## config.mk

```make
export PLATFORM = sky130hd
export DESIGN_NAME = run_done_ctrl
export DESIGN_NICKNAME = d
export VERILOG_FILES = /design/src/rtl/run_done_ctrl.sv
export SDC_FILE = /design/constraint.sdc
export NUM_CORES = 1
export LEC_CHECK = 0
export ABC_AREA = 1
export CAP_MARGIN = 0
export CORE_MARGIN = 8
export CORE_UTILIZATION = 52
export CTS_CLUSTER_SIZE = 16
export DETAILED_ROUTE_END_ITERATION = 12
export PLACE_DENSITY = 0.85
export SYNTH_ARGS = -nofsm -noshare
export SYNTH_HDL_FRONTEND = slang
export SYNTH_SLANG_ARGS = --single-unit
```

## constraint.sdc

```tcl
create_clock -name Clk -period 1.7 [get_ports Clk]
set_input_delay 0.425 -clock Clk [delete_from_list [all_inputs] [get_ports Clk]]
set_output_delay 0.425 -clock Clk [all_outputs]
set_load 0.05 [all_outputs]
```

## src/rtl/run_done_ctrl.sv

```systemverilog
// ---------------------------------------------------------------------------
// run_done_ctrl
//   Completion side of the testbench Start/Ack program-run handshake.
//   - Tracks one program run. The run begins on the falling edge of Start and
//     ends at the core's halt instruction.
//   - After halt, the PC is held frozen for a short drain window so in-flight
//     writes can land. Ack is then raised to the testbench.
//   - Counts the cycles executed while the PC is enabled.
//   - Forces completion, with Timeout set, when a program runs too long.
//
// Ports
//   Clk           in   system clock; all state changes happen on posedge
//   Reset         in   synchronous, active-high reset
//   Start         in   testbench start request:
//                        high     = load/hold
//                        low seen = begin run
//   CountEn       in   PC counting enable from the PC-enable state bit
//   HaltDetected  in   decoder sees the halt opcode at the current PC (level)
//   Halt          out  freeze PC / suppress writes; low only while running
//   Ack           out  run complete (registered, high only in DONE)
//   Timeout       out  run was ended by MAX_CYCLES (registered)
//   CycleCount    out  counted cycles for the current or last run
// ---------------------------------------------------------------------------
module run_done_ctrl #(
  parameter int unsigned CNT_W        = 16,
  parameter int unsigned MAX_CYCLES   = 40000,
  parameter int unsigned DRAIN_CYCLES = 2
) (
  input  logic             Clk,
  input  logic             Reset,
  input  logic             Start,
  input  logic             CountEn,
  input  logic             HaltDetected,
  output logic             Halt,
  output logic             Ack,
  output logic             Timeout,
  output logic [CNT_W-1:0] CycleCount
);

  // The drain counter only has to reach DRAIN_CYCLES-1.
  // It is kept at least one bit wide so DRAIN_CYCLES==1 stays legal.
  localparam int unsigned DRAIN_CW = (DRAIN_CYCLES > 1) ? $clog2(DRAIN_CYCLES) : 1;

  localparam logic [DRAIN_CW-1:0] DRAIN_LAST = DRAIN_CW'(DRAIN_CYCLES - 1);
  localparam logic [DRAIN_CW-1:0] DRAIN_ONE  = DRAIN_CW'(1);
  localparam logic [DRAIN_CW-1:0] DRAIN_ZERO = {DRAIN_CW{1'b0}};

  localparam logic [CNT_W-1:0] CNT_LAST = CNT_W'(MAX_CYCLES - 1);
  localparam logic [CNT_W-1:0] CNT_ONE  = CNT_W'(1);
  localparam logic [CNT_W-1:0] CNT_ZERO = {CNT_W{1'b0}};
  localparam logic [CNT_W-1:0] CNT_SAT  = {CNT_W{1'b1}};

  typedef enum logic [2:0] {
    S_IDLE  = 3'd0,
    S_ARMED = 3'd1,
    S_RUN   = 3'd2,
    S_DRAIN = 3'd3,
    S_DONE  = 3'd4
  } state_t;

  state_t              state_q,       state_d;
  logic [DRAIN_CW-1:0] drain_cnt_q,   drain_cnt_d;
  logic [CNT_W-1:0]    cycle_count_q, cycle_count_d;
  logic                timeout_q,     timeout_d;
  logic                ack_q,         ack_d;

  // Next-state, counter and flag logic
  always_comb begin
    state_d       = state_q;
    drain_cnt_d   = drain_cnt_q;
    cycle_count_d = cycle_count_q;
    timeout_d     = timeout_q;

    case (state_q)
      S_IDLE: begin
        if (Start) begin
          state_d = S_ARMED;
        end else begin
          state_d = S_IDLE;
        end
      end

      // A Start glitch back high simply keeps us here.
      // Only a sampled low level launches the run.
      S_ARMED: begin
        if (!Start) begin
          state_d = S_RUN;
        end else begin
          state_d = S_ARMED;
        end
      end

      S_RUN: begin
        // Saturating count.
        // The cycle that sees the halt or the timeout is itself counted.
        if (CountEn && (cycle_count_q != CNT_SAT)) begin
          cycle_count_d = cycle_count_q + CNT_ONE;
        end else begin
          cycle_count_d = cycle_count_q;
        end

        // Priority: restart > valid halt > runaway limit.
        // Halt is only trusted while the PC is counting.
        if (Start) begin
          state_d = S_ARMED;
        end else if (HaltDetected && CountEn) begin
          state_d     = S_DRAIN;
          drain_cnt_d = DRAIN_ZERO;
        end else if (CountEn && (cycle_count_q == CNT_LAST)) begin
          state_d   = S_DONE;
          timeout_d = 1'b1;
        end else begin
          state_d = S_RUN;
        end
      end

      S_DRAIN: begin
        if (Start) begin
          state_d = S_ARMED;
        end else if (drain_cnt_q == DRAIN_LAST) begin
          state_d = S_DONE;
        end else begin
          state_d     = S_DRAIN;
          drain_cnt_d = drain_cnt_q + DRAIN_ONE;
        end
      end

      S_DONE: begin
        if (Start) begin
          state_d = S_ARMED;
        end else begin
          state_d = S_DONE;
        end
      end

      default: begin
        state_d = S_IDLE;
      end
    endcase

    // Arming a run wipes the results of the previous one.
    // This covers entry from any state; in ARMED the values are already zero.
    if (state_d == S_ARMED) begin
      cycle_count_d = CNT_ZERO;
      timeout_d     = 1'b0;
    end else begin
      cycle_count_d = cycle_count_d;
      timeout_d     = timeout_d;
    end

    // Ack is registered from the next state.
    // It therefore appears on the same edge that enters DONE and drops on the
    // edge that leaves it.
    ack_d = (state_d == S_DONE);
  end

  // State and output registers with synchronous reset
  always_ff @(posedge Clk) begin
    if (Reset) begin
      state_q       <= S_IDLE;
      drain_cnt_q   <= DRAIN_ZERO;
      cycle_count_q <= CNT_ZERO;
      timeout_q     <= 1'b0;
      ack_q         <= 1'b0;
    end else begin
      state_q       <= state_d;
      drain_cnt_q   <= drain_cnt_d;
      cycle_count_q <= cycle_count_d;
      timeout_q     <= timeout_d;
      ack_q         <= ack_d;
    end
  end

  // Halt is decoded directly from the state so the PC freezes on the very
  // edge that leaves RUN.
  assign Halt       = (state_q != S_RUN);
  assign Ack        = ack_q;
  assign Timeout    = timeout_q;
  assign CycleCount = cycle_count_q;

endmodule

```

Fig. 1: wire density map
Scale bar: 20 µm. The die is cut into 14 by 14 equal tiles; dark purple is low, yellow is high, scaled to the fullest tile. Values are wire area over tile area, all layers added.
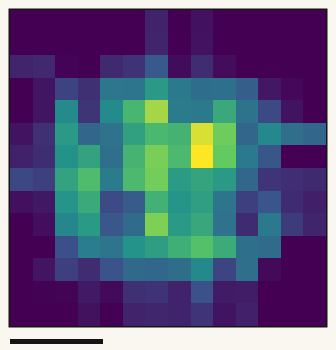
emptiest ninth of the die = top right
densest ninth of the die = middle
mean over tiles = 0.13

Fig. 2: port wiring
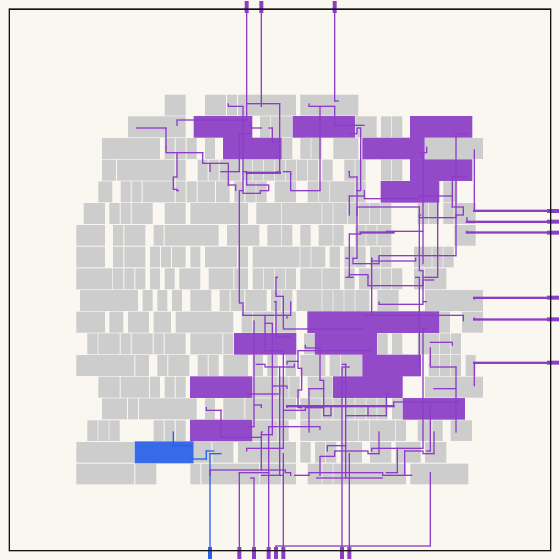
blue -> Timeout  # bits 1, direction output, edge bottom, end cells 1, buffers 1, wire 20.9 µm
purple -> CycleCount  # bits 16, direction output, edge 7 bottom, 6 right, 3 top, end cells 16, buffers 26, wire 905 µm
tally of buffers added on design ports: 23
I/O pin count: 24

==> summary.rpt <==
IMPLEMENTATION SUMMARY REPORT
----------------------------------------------------
[Place]
  Worst setup slack after placement ........................ -0.242 ns

[Yosys]
  Cell variety after synth ........................ 28
  Ys flops ........................ 22
  Share of flip-flops with an asynchronous set or reset after synthesis ........................ 0%
  Average instance area after synthesis ........................ around 6.5 µm²
  Mux cell area share ........................ 0%
  Ranking of synthesized cells by area ........................ sky130_fd_sc_hd__dfxtp_1 (32%), sky130_fd_sc_hd__nand2_1 (18%), sky130_fd_sc_hd__nor2_1 (10%), sky130_fd_sc_hd__inv_1 (8.9%), sky130_fd_sc_hd__nand3_1 (4.0%)
  Post-synthesis share of cell area spent on and, or, nand and nor gates ........................ 42.3%

[Clocking]
  Root buffer cell ........................ sky130_fd_sc_hd__clkbuf_4
  Total clock buffers created by CTS ........................ 3
  Clock transition at the registers of the reported paths ........................ 0.12 ns
  H-tree levels ........................ 1
  Hold Buf Count CTS ........................ 0

[Layout]
  Register cell area after layout ........................ ~460 µm²
  Top cell excl fill/tap ........................ sky130_fd_sc_hd__nand2_1
  Seq cells ........................ 22
  Top Layout Cells ........................ sky130_fd_sc_hd__nand2_1 (68), sky130_fd_sc_hd__nor2_1 (37), sky130_fd_sc_hd__inv_1 (33)
  Max-area cell class ........................ logic gates
  Fill count ........................ approximately 170

[Global routing]
  Number of antenna violations at the first check in global routing ........................ 0
  Total congestion overflow after global routing ........................ 0
  Number of global-route vias before repair ........................ 1,390

[Worst setup path]
  Classification of the worst setup path ........................ reg2reg
  Worst-path cell with the longest stage delay ........................ sky130_fd_sc_hd__dfxtp_4
  Worst Path Required ........................ a little under 2 ns

[Detailed routing]
  Total Routed Length ........................ roughly 3700 µm
  Routed vias ........................ about 1,400
  Number of detailed-routing iterations run before antenna repair ........................ 4
  Count of unresolved DRC violations after routing ........................ 0

[Power and ir drop]
  Power dissipated in sequential cells ........................ ~0.52 mW
  Seq pwr share ........................ between 50 and 60%
  Total power ........................ approximately 0.90 mW
  Leak pwr ........................ approximately 0.88 nW
  Proportion of power drawn by the clock network ........................ roughly a third

[STA]
  Fin Hold WS ........................ between 0.4 and 0.5 ns
  Final TNS setup ........................ 0 ns

[Die]
  Die Size ........................ ~4600 µm²
  Placement Rows ........................ 18
  FP Core Util ........................ 55.6%

[Run status]
  Status ........................ finished, final reports clean

----------------------------------------------------
==> cell usage after synthesis (2+ instances only) <==
cell	number
sky130_fd_sc_hd__nand3b_1	2
sky130_fd_sc_hd__dfxtp_1	22
sky130_fd_sc_hd__nand2_1	68
sky130_fd_sc_hd__nand3_2	2
sky130_fd_sc_hd__nor2_1	37
sky130_fd_sc_hd__buf_6	3
sky130_fd_sc_hd__xnor2_1	3
sky130_fd_sc_hd__nand4_1	3
sky130_fd_sc_hd__o211ai_1	2
sky130_fd_sc_hd__o21ai_2	3
sky130_fd_sc_hd__o21ai_1	2
sky130_fd_sc_hd__nand3_1	11
sky130_fd_sc_hd__xor2_1	6
sky130_fd_sc_hd__inv_1	33
sky130_fd_sc_hd__nor2_4	3
sky130_fd_sc_hd__a21oi_1	2
sky130_fd_sc_hd__nor3_1	2
==> worst register-to-register path, delay by kind of cell, from the launching register on <==
kind / cells / cell delay (ns)
DFF: 1 / 0.40
buffers and inverters: 2 / 0.22
AOI/OAI and AO/OA: 2 / 0.26
and+or+nand+nor: 5 / 0.52
adders and majority gates: 1 / 0.16
==> worst paths after layout <==
| check | start | endpoint | slack (ns) | cells after the start |
|---|---|---|---|---|
| hold / removal | Timeout | Timeout | 0.50 | 2 |
| setup / recovery | CycleCount[1] | CycleCount[5] | 0.09 | 10 |
| setup reg to reg | CycleCount[1] | CycleCount[5] | 0.09 | 10 |
| hold reg to reg | Timeout | Timeout | 0.50 | 2 |
==> layer usage <==
layer	vias to the layer above	GRT usage [%]	part of all wire (%)
li1	761	-	-
met5	-	0	0
met3	5	3.48	4.5
met2	33	32.2	53
met1	642	18.8	41
met4	0	8.09	1.2
==> sequential cells by signal, indices dropped and copies added (netlist names) <==
signal,flops
Timeout,1
CycleCount,16
state_q,3
Ack,1
drain_cnt_q,1
No activity file was given, so power comes from the tool's default toggle rates.
